Design simon_key_expander_flat, sky130hd; sources not shown.
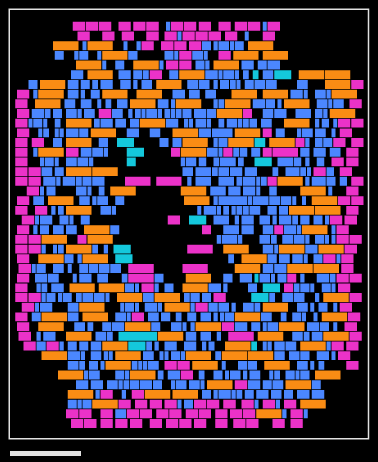
Figure 1: cells coloured by class.
Bar = 20 um.
[other buffers and delay cells] magenta | cells: 176
[combinational and other logic] blue | cells: 521
[clock drivers and dummy loads] cyan | cells: 16
[flops] orange | cells: 111
Core Box Area: 11190 um2
sequential share of cell area: 0.2808
row count: 42
Final Core Density: 0.7070
post-route design area: 7914 um2

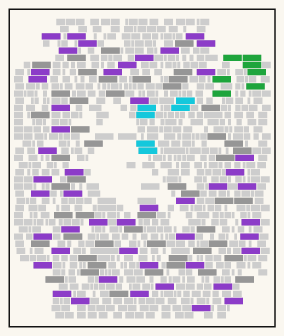
Figure 2: sequential cells coloured by netlist name.
[`u_core.zc`] cyan | sequential cells: 6
[`u_core.bus.rk_idx`] green | sequential cells: 7 | where: top right
[`u_core.bus.rk_data`] purple | sequential cells: 48 | where: widely spread
Seq. cell area: 2222 um2
sequential power: 2.14 mW

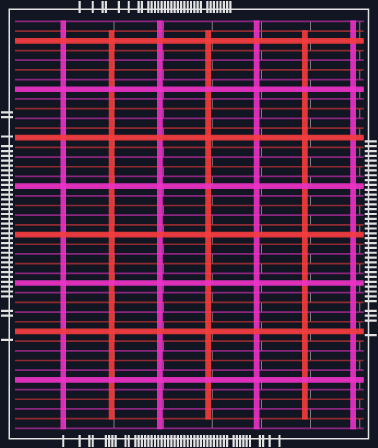
Figure 3: supply network.
Pins as bars on the die edge. Tap cells in grey.
[VSS] magenta
[VDD] red
tap cells: 154
signal pins: 158
die height: 120.2 um
VDD IR max: 362.6 uV
width of the die: 100.5 um

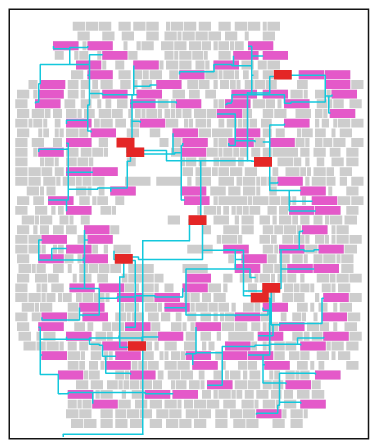
Figure 4: clock wires, drivers and flops.
[flip-flops] magenta | count: 111
[clock wires] cyan | length: 1270 um
[clock drivers] red | count: 9
routed clock nets: 10
flops lie: widely spread
clock group total power: 1.12 mW
part of the power in the clock network: 0.254
clock latency on the worst-skew pair: 0.37 ns
Final Skew: 0.01725 ns

==> metrics.csv <==
stage;metric;value;unit
run_status;status;completed;
die;initial_core_util;0.5303;
route;drcViolationCount;0;
synth;muxShareOfSynthArea;0.1016;
synth;async_flop_share;0;
synth;edf_count;0;
global_route;gr-total-overflow;0;
clock_network;cts_buffers;9;
die;chip_area;12080;um2
synth;top_area_frac;0.3744;
clock_network;cts_resized;0;
finish;n_antenna_cell;0;
route;wl_per_cell;15.22;um
clock_network;path_clk_slew;0.11;ns
critical_path;cp.arrival;2.50;ns
clock_network;clockBufferDepth;2;
synth;area_leaders;dfxtp_1, xnor2_1, mux2i_1, nand2_1, a211oi_1;
flow_run;warnings;33;
synth;ys_sh_aoi;0.1701;
route;dr.first_iter.drc_count;268;
finish;final_common_cell;clkdlybuf4s50_1;
global_route;grt_max_degree;63;
synth;yosys_warnings;0;
power;internal_power;3.132;mW
synth;netlist_logic_family_top;AND-OR/OR-AND gates;
finish;final_layout_size_suffix_gt1_frac;0.05097;
synth;ys_ff;111;
sta;max_clock_freq;0.4511;GHz
synth;ys_chip_area;5936;um2
synth;seq_area_frac_synth;0.3744;
synth;ys_cells;684;
clock_network;cts_setup_buffers;0;
finish;nets;929;
sta;tightest_slew;0.5482;ns
route;wl;14880;um
power;power_density;559.5;nW/um2
synth;synth_area_per_cell;8.678;um2
route;dr.pass1.iters;7;
global_route;grt_pass1_vias;5174;
worst_hold_path;hp-class;in -> reg;
synth;ys_sh_xor;0.1636;
place;dp_hpwl;10550;um
critical_path;crit_path_end_kind;flop;
sta;period_used_share;0.9086;
route;via_per_inst;5.446;
power;switching_share;0.2925;
## layer usage
metal  share of wire  wire length [um]  global-route usage  vias to the layer above
met4           0.022               328              0.1105                        0
met2            0.51              7586              0.4255                      149
li1                -                 -                   -                     2629
met1            0.43              6354              0.3205                     2524
met3           0.041               614             0.03064                       24
met5               0                 0                   0                        -
## power groups by stage
stage | sequential (mW) | clock [mW] | combinational (mW)
CTS | 2.13 | 1.14 | 1.17
global route | 2.16 | 1.23 | 1.27
detailed placement | 2.17 | 0 | 1.16
global placement | 2.17 | 0 | 1.14
finish | 2.14 | 1.12 | 1.17
floorplan | 2.16 | 0 | 0.688
## worst max-delay path, stage by stage, from the launching register on
cell and delay [ns]:
dfxtp_1 0.35, inv_1 0.11, ha_1 0.45, nand2_1 0.13, o21ai_0 0.08, mux4_2 0.46, mux2i_1 0.22, xnor2_1 0.13
a211oi_2 0.21
## cells by family (layout without fill, tap and decap cells)
group,after synthesis,in the layout
xor gates and xnor gates,110,110
buffers and inverters,55,195
and+or+nand+nor,187,187
DFF,111,111
adders and majority gates,10,10
muxes,59,59
AOI/OAI and AO/OA,152,152
## cell type report
type | count | area, um2
Clock inverter | 6 | 60.06
Tap cell | 154 | 192.7
Multi-Input combinational cell | 518 | 3478
Sequential cell | 111 | 2222
Fill cell | 864 | 3279
Timing Repair Buffer | 176 | 1812
Clock buffer | 10 | 137.6
Inverter | 3 | 11.26
## through the flow
| step | hold WS, ns | std cells | cell area, um2 | power, mW | setup WS, ns |
|---|---|---|---|---|---|
| after floorplan | 0.4827 | 684 | 5936 | 2.852 | 0.2708 |
| after global placement | 0.4980 | 962 | 7716 | 3.310 | 0.3383 |
| after detailed placement | 0.5281 | 962 | 7716 | 3.339 | 0.2880 |
| after CTS | 0.5410 | 978 | 7914 | 4.447 | 0.2272 |
| after global routing | 0.5639 | 978 | 7914 | 4.659 | 0.07279 |
| final | 0.5468 | 978 | 7914 | 4.428 | 0.2230 |
## synth_stat cells, types with 3 or more instances
| cell type | count |
|---|---|
| buf_2 | 12 |
| dfxtp_1 | 111 |
| ha_1 | 10 |
| xor2_1 | 11 |
| nand2_1 | 100 |
| xnor2_1 | 98 |
| o21ai_0 | 4 |
| o211ai_1 | 46 |
| nand4_1 | 4 |
| nor2_1 | 67 |
| clkbuf_1 | 31 |
| a211oi_1 | 49 |
| a21oi_1 | 50 |
| inv_1 | 3 |
| buf_1 | 5 |
| nand3_1 | 4 |
| mux2i_1 | 58 |
Power figures rest on the tool's default switching activity, not on a simulated workload.
